`src/rtl/ycbcr_src_sel_ctrl.sv`:
```
// Frame-synchronous source/pattern selector for the RGB->YCbCr converter.
// Picks camera, solid colour, colour bars or blink; mode changes land on start-of-frame.
module ycbcr_src_sel_ctrl #(
  parameter int unsigned BAR_W        = 80,
  parameter int unsigned BLINK_FRAMES = 30,
  parameter int unsigned FCNT_W       = 16
) (
  input  logic              clk,
  input  logic              rstn,
  input  logic [1:0]        cfg_mode,
  input  logic [23:0]       cfg_rgb,
  input  logic              cfg_valid,
  output logic              cfg_ready,
  input  logic              s_axis_video_tvalid,
  input  logic              s_axis_video_tready,
  input  logic              s_axis_video_tlast,
  input  logic              s_axis_video_tuser,
  output logic              Sel,
  output logic [23:0]       Sel_RGB,
  output logic [1:0]        active_mode,
  output logic              pending,
  output logic [FCNT_W-1:0] frame_cnt
);

  localparam int unsigned PosW = (BAR_W > 1) ? $clog2(BAR_W) : 1;
  localparam int unsigned BlkW = (BLINK_FRAMES > 1) ? $clog2(BLINK_FRAMES) : 1;
  localparam logic [PosW-1:0] PosLast = PosW'(BAR_W - 1);
  localparam logic [BlkW-1:0] BlkLast = BlkW'(BLINK_FRAMES - 1);

  localparam logic [1:0] ModeCam   = 2'd0;
  localparam logic [1:0] ModeSolid = 2'd1;
  localparam logic [1:0] ModeBars  = 2'd2;
  localparam logic [1:0] ModeBlink = 2'd3;

  typedef enum logic [0:0] {StIdle, StPend} state_e;

  state_e            state_q, state_d;
  logic [1:0]        pend_mode_q, act_mode_q;
  logic [23:0]       pend_rgb_q, act_rgb_q;
  logic [FCNT_W-1:0] frame_cnt_q;
  logic [PosW-1:0]   bar_pos_q, bar_pos_cur, bar_pos_d;
  logic [2:0]        bar_idx_q, bar_idx_cur, bar_idx_d;
  logic [BlkW-1:0]   blk_cnt_q, blk_cnt_adv;
  logic              blk_ph_q, blk_ph_adv, blk_ph_cur;

  logic        beat, sof, sof_pix, apply_pix, apply;
  logic [1:0]  eff_mode;
  logic [23:0] eff_rgb, bar_rgb;

  assign beat      = s_axis_video_tvalid & s_axis_video_tready;
  assign sof       = beat & s_axis_video_tuser;
  // SOF pixel on the bus, possibly still stalled: outputs must already show its mode.
  assign sof_pix   = s_axis_video_tvalid & s_axis_video_tuser;
  assign apply_pix = (state_q == StPend) & sof_pix;
  assign apply     = apply_pix & s_axis_video_tready;

  // Config FSM
  always_ff @(posedge clk or negedge rstn) begin
    if (!rstn) state_q <= StIdle;
    else       state_q <= state_d;
  end

  always_comb begin
    state_d = state_q;
    unique case (state_q)
      StIdle: if (cfg_valid) state_d = StPend;
      StPend: if (sof)       state_d = StIdle;
    endcase
  end

  always_comb begin
    cfg_ready = 1'b0;
    pending   = 1'b0;
    unique case (state_q)
      StIdle: cfg_ready = 1'b1;
      StPend: pending   = 1'b1;
    endcase
  end

  always_ff @(posedge clk or negedge rstn) begin
    if (!rstn) begin
      pend_mode_q <= ModeCam;
      pend_rgb_q  <= '0;
      act_mode_q  <= ModeCam;
      act_rgb_q   <= '0;
      frame_cnt_q <= '0;
    end else begin
      if (state_q == StIdle && cfg_valid) begin
        pend_mode_q <= cfg_mode;
        pend_rgb_q  <= cfg_rgb;
      end
      if (apply) begin
        act_mode_q <= pend_mode_q;
        act_rgb_q  <= pend_rgb_q;
      end
      if (sof) frame_cnt_q <= frame_cnt_q + FCNT_W'(1);
    end
  end

  // Bar position of the pixel currently presented, and of the one after it.
  always_comb begin
    bar_pos_cur = sof_pix ? '0 : bar_pos_q;
    bar_idx_cur = sof_pix ? '0 : bar_idx_q;
    bar_pos_d   = bar_pos_cur + PosW'(1);
    bar_idx_d   = bar_idx_cur;
    if (s_axis_video_tlast) begin
      bar_pos_d = '0;
      bar_idx_d = '0;
    end else if (bar_pos_cur == PosLast) begin
      bar_pos_d = '0;
      bar_idx_d = bar_idx_cur + 3'd1;
    end
  end

  // Blink phase of the frame that a SOF would start; a mode switch restarts at frame 0.
  always_comb begin
    blk_cnt_adv = blk_cnt_q + BlkW'(1);
    blk_ph_adv  = blk_ph_q;
    if (apply_pix) begin
      blk_cnt_adv = '0;
      blk_ph_adv  = 1'b0;
    end else if (blk_cnt_q == BlkLast) begin
      blk_cnt_adv = '0;
      blk_ph_adv  = ~blk_ph_q;
    end
    blk_ph_cur = sof_pix ? blk_ph_adv : blk_ph_q;
  end

  always_ff @(posedge clk or negedge rstn) begin
    if (!rstn) begin
      bar_pos_q <= '0;
      bar_idx_q <= '0;
      blk_cnt_q <= '0;
      blk_ph_q  <= 1'b0;
    end else begin
      if (beat) begin
        bar_pos_q <= bar_pos_d;
        bar_idx_q <= bar_idx_d;
      end
      if (sof) begin
        blk_cnt_q <= blk_cnt_adv;
        blk_ph_q  <= blk_ph_adv;
      end
    end
  end

  assign eff_mode = apply_pix ? pend_mode_q : act_mode_q;
  assign eff_rgb  = apply_pix ? pend_rgb_q  : act_rgb_q;

  always_comb begin
    unique case (bar_idx_cur)
      3'd0: bar_rgb = 24'hFFFFFF;
      3'd1: bar_rgb = 24'hFF00FF;
      3'd2: bar_rgb = 24'h00FFFF;
      3'd3: bar_rgb = 24'h0000FF;
      3'd4: bar_rgb = 24'hFFFF00;
      3'd5: bar_rgb = 24'hFF0000;
      3'd6: bar_rgb = 24'h00FF00;
      3'd7: bar_rgb = 24'h000000;
    endcase
  end

  always_comb begin
    Sel     = 1'b0;
    Sel_RGB = '0;
    unique case (eff_mode)
      ModeCam: ;
      ModeSolid: begin
        Sel     = 1'b1;
        Sel_RGB = eff_rgb;
      end
      ModeBars: begin
        Sel     = 1'b1;
        Sel_RGB = bar_rgb;
      end
      ModeBlink: begin
        if (blk_ph_cur) begin
          Sel     = 1'b1;
          Sel_RGB = eff_rgb;
        end
      end
    endcase
  end

  assign active_mode = act_mode_q;
  assign frame_cnt   = frame_cnt_q;

endmodule

```
`config.mk`:
```
export PLATFORM = sky130hd
export DESIGN_NAME = ycbcr_src_sel_ctrl
export DESIGN_NICKNAME = d
export VERILOG_FILES = /design/src/rtl/ycbcr_src_sel_ctrl.sv
export SDC_FILE = /design/constraint.sdc
export NUM_CORES = 1
export LEC_CHECK = 0
export CAP_MARGIN = 30
export CORE_MARGIN = 2
export CORE_UTILIZATION = 45
export CTS_BUF_LIST = sky130_fd_sc_hd__clkbuf_8
export CTS_CLUSTER_DIAMETER = 60
export DETAILED_ROUTE_END_ITERATION = 7
export PLACE_DENSITY = 0.7
export SLEW_MARGIN = 25
export SYNTH_ARGS = -nofsm -noshare
export SYNTH_HDL_FRONTEND = slang
export SYNTH_SLANG_ARGS = --single-unit
```
`constraint.sdc`:
```
create_clock -name clk -period 3.61 [get_ports clk]
set_input_delay 0.722 -clock clk [delete_from_list [all_inputs] [get_ports clk]]
set_output_delay 0.722 -clock clk [all_outputs]
set_load 0.02 [all_outputs]
```
==> images/logic_types.png <==
(4 px per um)
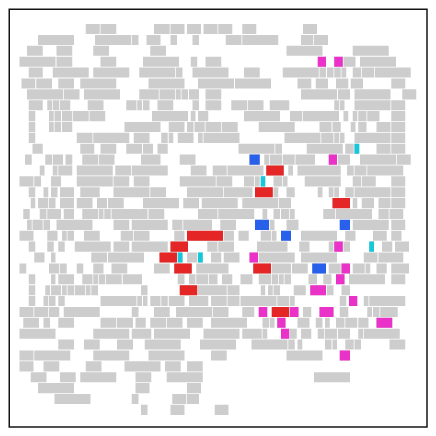
- red: fa/ha/maj cells (cells 10; most used ha_1; where center)
- blue: non-inverting ao/oa cells (cells 5; most used a21o_1)
- magenta: and/or cells (cells 16; most used and2_1)
- cyan: inv cells (cells 5; most used inv_1)

==> changes_impl.md <==
### Changed

* Pin count of the biggest net entering global routing at 86
* Crit path kind: input port to output port
* Synth logic family: multiplexers
* Critical Path Sink: Sel_RGB[22]
* Post-Syn Area at 4500 um^2
* Ys Warns at 0
* Register area at 2130 um^2
* Slowest-stage cell, CP: clkdlybuf4s50_1
* Die H at 104 um
* # rows at 36
* R2R depth at 6
* Design Area, Final at 5680 um^2
* Final Non-Filler Cells at 632
* Ys cells at 413
* Floorplan Nets at 456
* Maxcap violations at 0
* Met3 Wirelength at 617 um
* Yosys stat area at 4500 um^2
* Outcome: finished clean
* Dpl ws at -0.827 ns
* Vias in the first global route at 3539
* Placed Area at 5520 um^2
* PortBufs at 77
* Stages on the worst setup path at 12
* Setup TNS at 0 ns
* Antenna diodes at 0
* # Taps at 133
* Complex-gate fraction of the synthesized area at 11.3%
* Clock Sinks at 85
* PnR Total Power at 4.28 mW
* NetSw at 1.70 mW
* Post-Synth XOR/XNOR Area at 3.89%
* Clock network fraction of total power at 16.0%
* Crit path max fanout at 8
* Mapped Cells at 413
* #FFs+latches synth at 85
* Post-synthesis area per instance at 10.9 um^2
* Most used standard cell by instance count after synthesis: dfrtp_1
* Synth Seq Share at 47.2%
* CTS clk-pin slew, worst paths at 0.08 ns
* Sequential Power at 1.56 mW
* Top cells by count: 85 x dfrtp_1, 77 x mux2_2, 48 x nand2_1
* Worst-Margin Slew at 0.756 ns
* RR Startpoint: bar_pos_q[0]$_DFFE_PN0P_
* Layout cell share with drive strength beyond 1 at 30.7%
* Post-CTS sizing at 84
* MI comb cells at 297
* FMAX at 284 MHz
* Worst relative slew slack at 49.6%
==> images/detail.png <==
Window x 37 to 67, y 37 to 67 um. Cells in gray, sequential cells in the stronger gray; small squares are vias.
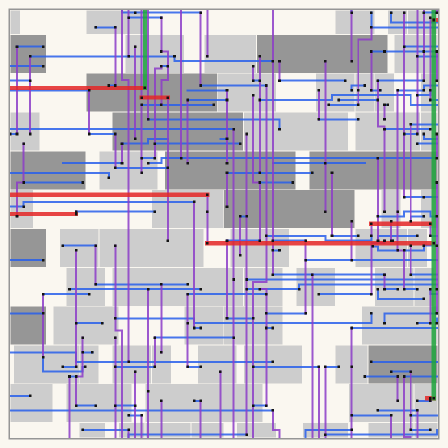
- purple: metal 2
- green: metal 4
- blue: metal 1
- red: metal 3
- sequential cells in the window: 8
- netlist names of flops here include: act_rgb_q (2)
- cells with their middle in the window: 54
- most frequent: dfrtp_1 (8), buf_4 (8), mux2_2 (7)

Power and IR drop assume default switching activity.
